$ cat src/rtl/risc16_fetch_sequencer.sv
// -----------------------------------------------------------------------------
// risc16_fetch_sequencer
//
// Front end of the RiSC16 processor. It owns the program counter and fetches
// one instruction word at a time over a req/ack memory port. It also holds the
// fetched word in an instruction register and presents the op/state/pen inputs
// that RiSC16_control decodes. At the end of the single EXECUTE cycle the
// control unit's muxPc select decides the next PC. The value 11 halts the
// machine. Execution resumes at pc+1 on the next start pulse.
//
// Ports:
//   clk       rising-edge system clock
//   rst       synchronous active-high reset (wins over every other input)
//   start     begin/resume execution; only looked at in IDLE or HALTED
//   muxPc     next-PC select: 00 pc+1, 01 br_tgt, 10 jmp_tgt, 11 halt (pc+1)
//   br_tgt    externally computed branch target
//   jmp_tgt   register jump target (JALR)
//   i_req     instruction fetch request, held until i_ack
//   i_addr    fetch address (always equal to pc)
//   i_ack     fetch complete, i_data valid in this cycle
//   i_data    fetched instruction word
//   pc        address of the instruction held in instr
//   pc_plus1  pc+1 modulo 2^ADDR_WIDTH (JALR link value)
//   instr     instruction register
//   op        opcode field, top OP_LEN bits of instr
//   state     0 = FETCH phase, 1 = EXECUTE phase
//   pen       processor enable, high in FETCH and EXECUTE
// -----------------------------------------------------------------------------
module risc16_fetch_sequencer #(
  parameter int DATA_WIDTH = 16,
  parameter int ADDR_WIDTH = 16,
  parameter int OP_LEN     = 3,
  parameter int RESET_PC   = 0
) (
  input  logic                  clk,
  input  logic                  rst,
  input  logic                  start,
  input  logic [1:0]            muxPc,
  input  logic [ADDR_WIDTH-1:0] br_tgt,
  input  logic [ADDR_WIDTH-1:0] jmp_tgt,
  output logic                  i_req,
  output logic [ADDR_WIDTH-1:0] i_addr,
  input  logic                  i_ack,
  input  logic [DATA_WIDTH-1:0] i_data,
  output logic [ADDR_WIDTH-1:0] pc,
  output logic [ADDR_WIDTH-1:0] pc_plus1,
  output logic [DATA_WIDTH-1:0] instr,
  output logic [OP_LEN-1:0]     op,
  output logic                  state,
  output logic                  pen
);

  typedef enum logic [1:0] {
    IDLE    = 2'd0,
    FETCH   = 2'd1,
    EXECUTE = 2'd2,
    HALTED  = 2'd3
  } fsmState_t;

  fsmState_t             fsmReg;
  logic [ADDR_WIDTH-1:0] pcReg;
  logic [ADDR_WIDTH-1:0] pcPlus1;
  logic [DATA_WIDTH-1:0] instrReg;
  logic                  stateReg;
  logic                  penReg;
  logic                  iReqReg;

  // Natural wrap of the adder gives the required modulo-2^ADDR_WIDTH increment.
  assign pcPlus1 = pcReg + ADDR_WIDTH'(1);

  always_ff @(posedge clk) begin
    if (rst) begin
      fsmReg   <= IDLE;
      pcReg    <= ADDR_WIDTH'(RESET_PC);
      instrReg <= '0;
      stateReg <= 1'b0;
      penReg   <= 1'b0;
      iReqReg  <= 1'b0;
    end else begin
      case (fsmReg)
        // IDLE and HALTED behave identically: pc already points at the next
        // instruction to run (RESET_PC, or the word after the halt).
        IDLE, HALTED: begin
          if (start) begin
            fsmReg   <= FETCH;
            stateReg <= 1'b0;
            penReg   <= 1'b1;
            iReqReg  <= 1'b1;
          end
        end
        FETCH: begin
          // Without an ack everything holds, so the wait is unbounded.
          if (i_ack) begin
            instrReg <= i_data;
            fsmReg   <= EXECUTE;
            stateReg <= 1'b1;
            iReqReg  <= 1'b0;
          end
        end
        EXECUTE: begin
          stateReg <= 1'b0;
          case (muxPc)
            2'b01:   pcReg <= br_tgt;
            2'b10:   pcReg <= jmp_tgt;
            default: pcReg <= pcPlus1;  // 00 and the halt encoding 11
          endcase
          if (muxPc == 2'b11) begin
            fsmReg  <= HALTED;
            penReg  <= 1'b0;
            iReqReg <= 1'b0;
          end else begin
            fsmReg  <= FETCH;
            iReqReg <= 1'b1;
          end
        end
        default: fsmReg <= IDLE;
      endcase
    end
  end

  assign i_req    = iReqReg;
  assign i_addr   = pcReg;
  assign pc       = pcReg;
  assign pc_plus1 = pcPlus1;
  assign instr    = instrReg;
  assign state    = stateReg;
  assign pen      = penReg;

  // Opcode is the most significant OP_LEN bits of the instruction register.
  for (genvar gi = 0; gi < OP_LEN; gi++) begin : gen_op
    assign op[gi] = instrReg[DATA_WIDTH-OP_LEN+gi];
  end

endmodule

$ cat config.mk
export PLATFORM = sky130hd
export DESIGN_NAME = risc16_fetch_sequencer
export DESIGN_NICKNAME = d
export VERILOG_FILES = /design/src/rtl/risc16_fetch_sequencer.sv
export SDC_FILE = /design/constraint.sdc
export NUM_CORES = 1
export LEC_CHECK = 0
export CAP_MARGIN = 0
export CORE_MARGIN = 5
export CORE_UTILIZATION = 43
export DETAILED_ROUTE_END_ITERATION = 10
export GPL_TIMING_DRIVEN = 0
export PLACE_DENSITY_LB_ADDON = 0.2
export SLEW_MARGIN = 20
export SYNTH_ARGS = -nofsm -noshare
export SYNTH_HDL_FRONTEND = slang
export SYNTH_SLANG_ARGS = --single-unit
$ cat constraint.sdc
create_clock -name clk -period 5.45 [get_ports clk]
set_input_delay 1.3625 -clock clk [delete_from_list [all_inputs] [get_ports clk]]
set_output_delay 1.3625 -clock clk [all_outputs]
set_load 0.02 [all_outputs]
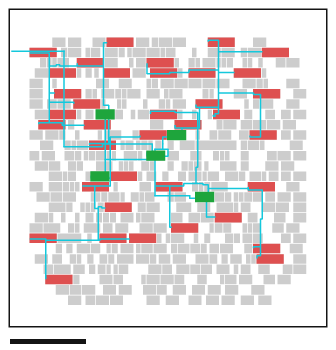
Run 1: routed clock nets over the placement
Bar = 20 um.
- cyan: clock wires (length 539 um)
- green: clock-net drivers (count 5)
- red: flip-flops (count 37)
- routed clock nets: 6
clock network power share: 32.5%
clk ins delay skew pair: 0.29 ns
Clock group: 0.000235 W
worst clock skew: 0.00705 ns

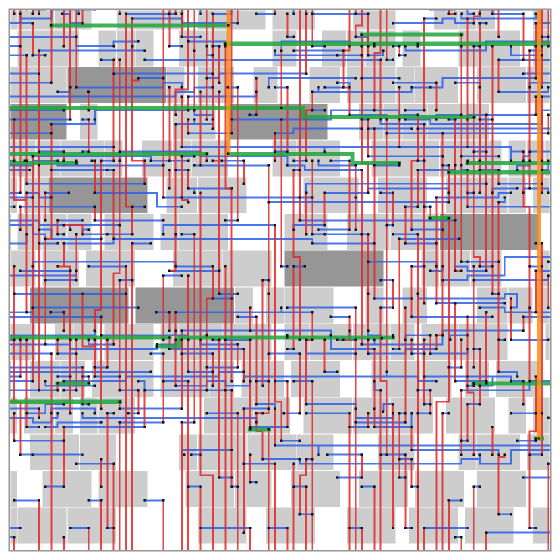
Run 1: layout detail
Window x 22 to 62, y 5 to 45 um. Cells in grey, sequential cells in the stronger grey; small squares are vias.
- blue: M1
- green: M3
- red: M2
- orange: M4
- sequential cells in the window: 8
- netlist names of flops here include: i_addr (7), pen (1)
- cells with their middle in the window: 153
- most frequent: clkdlybuf4s50_1 (35), nor2_1 (14)

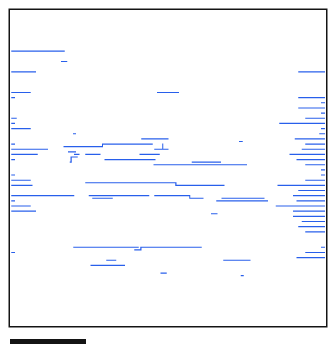
Run 1: met3 routing
Bar = 20 um.
- share of all routed wire: 6.7%
- nets with wire on the layer: 74
- longest straight run: 24.4 um
met3 GRT Util: 5.25%
total via count in the routed design: 2620

==> results_slide.txt, run 1 <==
Run Summary

Critical path
  • Critical path cell sequence: ha_1 > nand3_4 > nor4_1 > xor2_1 > clkdlybuf4s50_1
  • Critical Path RT: about 4 ns
  • Reg2reg setup slack: roughly 3.4 ns
  • Reg2Reg Depth: 5
  • Arrival time at the worst endpoint: between 2 and 3 ns

Power
  • Switching Power: about 0.00021 W
  • Max rail drop VDD: 0.158 mV

Synthesis
  • Top cells, area: dfxtp_1, a21oi_1, nand2_1
  • Synth top cells by count: nand2_1, dfxtp_1, a21oi_1
  • Comb area leader: simple AND/OR/NAND/NOR gates
  • Synthesized cell area: around 2300 sq um
  • Syn_nets: between 300 and 400
  • Yosys adder share: around 3.3%
  • Yosys stat cell total: between 300 and 400
  • Xor/xnor share: under 10%
  • Main synth FF type: dfxtp_1
  • Tally of yosys warning messages: 0
  • Mapped Cells: around 300

Global routing
  • Met2 Track Usage GR: 38.7%

Detailed routing
  • DR pass1 iterations: 4
  • Final ANT Viol Nets: 0
  • Initial drt markers: a little over 200

Cells and area
  • Share of cells above drive strength 1: 8.06%
  • Final #Nets: ~490
  • Flop share of the area: between 10% and 20%
  • #MultiIn Comb: between 200 and 250
  • Final Util: roughly 70%

Floorplan
  • I/O pins: 124
  • Total core area: between 5000 and 6000 sq um
  • Die width: ~83 um

Timing
  • Setup WS post-layout: around 1.4 ns
  • WHS: ~0.46 ns

Hold path
  • Hold path start: instr[7]
  • Cells on Worst Hold Path: 2

Clocking
  • # Post-CTS Setup Buffers: 0

Outcome
  • Status: finished, final reports clean

Place
  • Dpl cells: 497
  • Setup WS pre-CTS: between 1.5 and 2 ns
## Run 2: what changed since run 1
--- a/config.mk
+++ b/config.mk
@@ -7,7 +7,7 @@
 export LEC_CHECK = 0
 export CAP_MARGIN = 0
 export CORE_MARGIN = 5
-export CORE_UTILIZATION = 43
+export CORE_UTILIZATION = 39
 export DETAILED_ROUTE_END_ITERATION = 10
 export GPL_TIMING_DRIVEN = 0
 export PLACE_DENSITY_LB_ADDON = 0.2
==> constraint.sdc (replaced) <==
create_clock -name clk -period 4.2 [get_ports clk]
set_input_delay 1.05 -clock clk [delete_from_list [all_inputs] [get_ports clk]]
set_output_delay 1.05 -clock clk [all_outputs]
set_load 0.02 [all_outputs]
==> run 2 against run 1 <==
Compared with the run above:
- critical path depth is the same
- final area shrank 0.40%
- utilization shrank 8.6 points
- non-clock buffer count is the same
- clock skew shrank 0.0021 ns
- area after synthesis is the same
- flip-flop count is the same
- largest cell class unchanged
==> results_slide.txt, run 2 <==
Run Summary

Detailed routing
  • Initial drt markers: 115 (-44%)
  • DR pass1 iterations: 4 (unchanged)

Clocking
  • # Post-CTS Setup Buffers: 0 (unchanged)
  • Clk ins delay skew pair: 0.28 ns (about the same)

Cells and area
  • Logic area: 1300 sq um
  • Flop share of the area: 19.9% (+0.080 points)
  • Final Util: 63.5% (-8.6 points)
  • #MultiIn Comb: 216 (unchanged)
  • Final #Nets: 494 (unchanged)
  • Share of cells above drive strength 1: 8.05% (-0.019 points)

Global routing
  • Met2 Track Usage GR: 34.7% (-4.0 points)
  • Met3 GRT Util: 4.16% (-1.1 points)
  • M1 GR Usage: around a quarter

Critical path
  • Critical Path RT: 3.15 ns (-0.94 ns)
  • Arrival time at the worst endpoint: 2.63 ns (-0.10 ns)
  • Critical path cell sequence: ha_1 > nand3_4 > nor4_1 > xor2_1 > clkdlybuf4s50_1
  • Reg2reg setup slack: 2.23 ns (-1.18 ns)
  • Setup crit end: pc_plus1[12]
  • Reg2Reg Depth: 5 (unchanged)
  • Worst R2R Start: i_addr[0]

Power
  • Seq power: approximately 0.00038 W
  • Switching Power: 0.000257 W (+23%)
  • Clock group: 0.000236 W (about the same)
  • Max rail drop VDD: 0.128 mV (-19%)

Place
  • Dpl cells: 502 (+1.0%)
  • Setup WS pre-CTS: 0.837 ns (-0.869 ns)
  • Port bufs: ~120

Synthesis
  • Synth top cells by count: nand2_1, dfxtp_1, a21oi_1
  • Mapped Avg Cell Area: 7.59 sq um
  • Comb area leader: simple AND/OR/NAND/NOR gates
  • Mapped Cells: 304 (unchanged)
  • Yosys aoi share: 22.6%
  • Yosys stat cell total: 304 (unchanged)
  • Main synth FF type: dfxtp_1
  • Xor/xnor share: 5.31% (unchanged)
  • Syn_nets: 364 (unchanged)
  • Yosys adder share: 3.25% (unchanged)
  • Synthesized cell area: 2310 sq um (unchanged)

Hold path
  • Hold path start: instr[9]
  • Cells on Worst Hold Path: 2 (unchanged)

Timing
  • WHS: 0.453 ns (-0.00264 ns)
  • Worst clock skew: 0.00500 ns (-0.00205 ns)
  • Setup WS post-layout: 0.520 ns (-0.838 ns)

Floorplan
  • Die width: 86.9 um (+4.4%)
  • Total core area: 5850 sq um (+13%)
  • I/O pins: 124 (unchanged)

Outcome
  • Status: finished, final reports clean
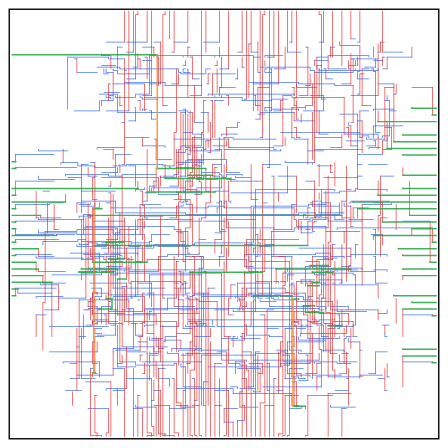
Run 2: signal wires by layer
- orange: M4 (wire length 78.2 um)
- blue: M1 (wire length 3060 um)
- green: M3 (wire length 564 um)
- red: M2 (wire length 3820 um)
GRT Util Overall: 20.0%
total via count in the routed design: 2629
overall routed net length: 7.53 mm

## Run 3: what changed since run 2
--- a/config.mk
+++ b/config.mk
@@ -10,6 +10,7 @@
 export CORE_UTILIZATION = 39
 export DETAILED_ROUTE_END_ITERATION = 10
 export GPL_TIMING_DRIVEN = 0
+export HOLD_SLACK_MARGIN = 0.15
 export PLACE_DENSITY_LB_ADDON = 0.2
 export SLEW_MARGIN = 20
 export SYNTH_ARGS = -nofsm -noshare
==> run 3 against run 2 <==
Compared with the run above:
- synthesized cell count unchanged
- total power unchanged
- area after synthesis unchanged
- sequential share of layout area is the same
- utilization unchanged
- clock power is essentially flat
- clock-buffer cell count stayed put
- critical path type unchanged
==> results_slide.txt, run 3 <==
Run Summary

Detailed routing
  • Overall routed net length: 7.53 mm (unchanged)
  • DR pass1 iterations: 4 (unchanged)
  • Total via count in the routed design: 2629 (unchanged)
  • Initial drt markers: 115 (unchanged)

Timing
  • WHS: 0.453 ns (unchanged)
  • Setup WS post-layout: 0.520 ns (unchanged)

Synthesis
  • Synthesized cell area: 2310 sq um (unchanged)
  • Mapped Avg Cell Area: 7.59 sq um (unchanged)
  • Comb area leader: simple AND/OR/NAND/NOR gates
  • Synth top cells by count: nand2_1, dfxtp_1, a21oi_1
  • Main synth FF type: dfxtp_1
  • Yosys aoi share: 22.6% (unchanged)
  • Yosys stat cell total: 304 (unchanged)
  • Xor/xnor share: 5.31% (unchanged)
  • Yosys adder share: 3.25% (unchanged)
  • Syn_nets: 364 (unchanged)

Power
  • Clock group: 0.000236 W (about the same)
  • Max rail drop VDD: 0.128 mV (unchanged)
  • Switching Power: 0.000257 W (unchanged)
  • Seq power: 0.000381 W (about the same)

Critical path
  • Setup crit end: pc_plus1[12]
  • Critical path cell sequence: ha_1 > nand3_4 > nor4_1 > xor2_1 > clkdlybuf4s50_1
  • Reg2reg setup slack: 2.23 ns (about the same)
  • Reg2Reg Depth: 5 (unchanged)
  • Critical Path RT: 3.15 ns (about the same)

Cells and area
  • Logic area: 1300 sq um (unchanged)
  • Share of cells above drive strength 1: 8.05% (unchanged)
  • Final #Nets: 494 (unchanged)

Floorplan
  • I/O pins: 124 (unchanged)
  • Die width: 86.9 um (unchanged)

Global routing
  • M1 GR Usage: 25.0% (unchanged)
  • Grt total ovfl: 0
  • GRT Util Overall: 20.0% (unchanged)
  • Met3 GRT Util: 4.16% (unchanged)

Outcome
  • Status: finished, final reports clean

Place
  • Setup WS pre-CTS: 0.837 ns (unchanged)
  • Port bufs: 123 (unchanged)

Clocking
  • # Post-CTS Setup Buffers: 0 (unchanged)
  • Clk ins delay skew pair: 0.28 ns (about the same)

Hold path
  • Hold path start: instr[9]
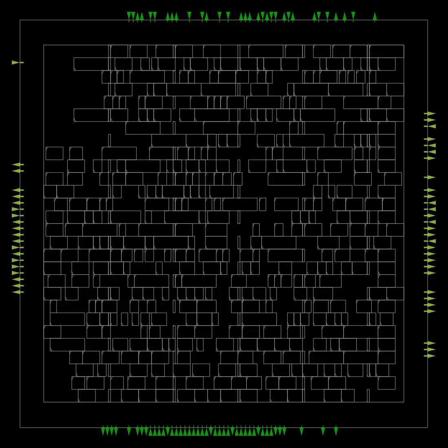
Run 3: cell placement
num rows: 28
flop share of the area: 19.9%
Fillers: 516
Final Util: 63.5%

Power is estimated from default activity; no workload was simulated.
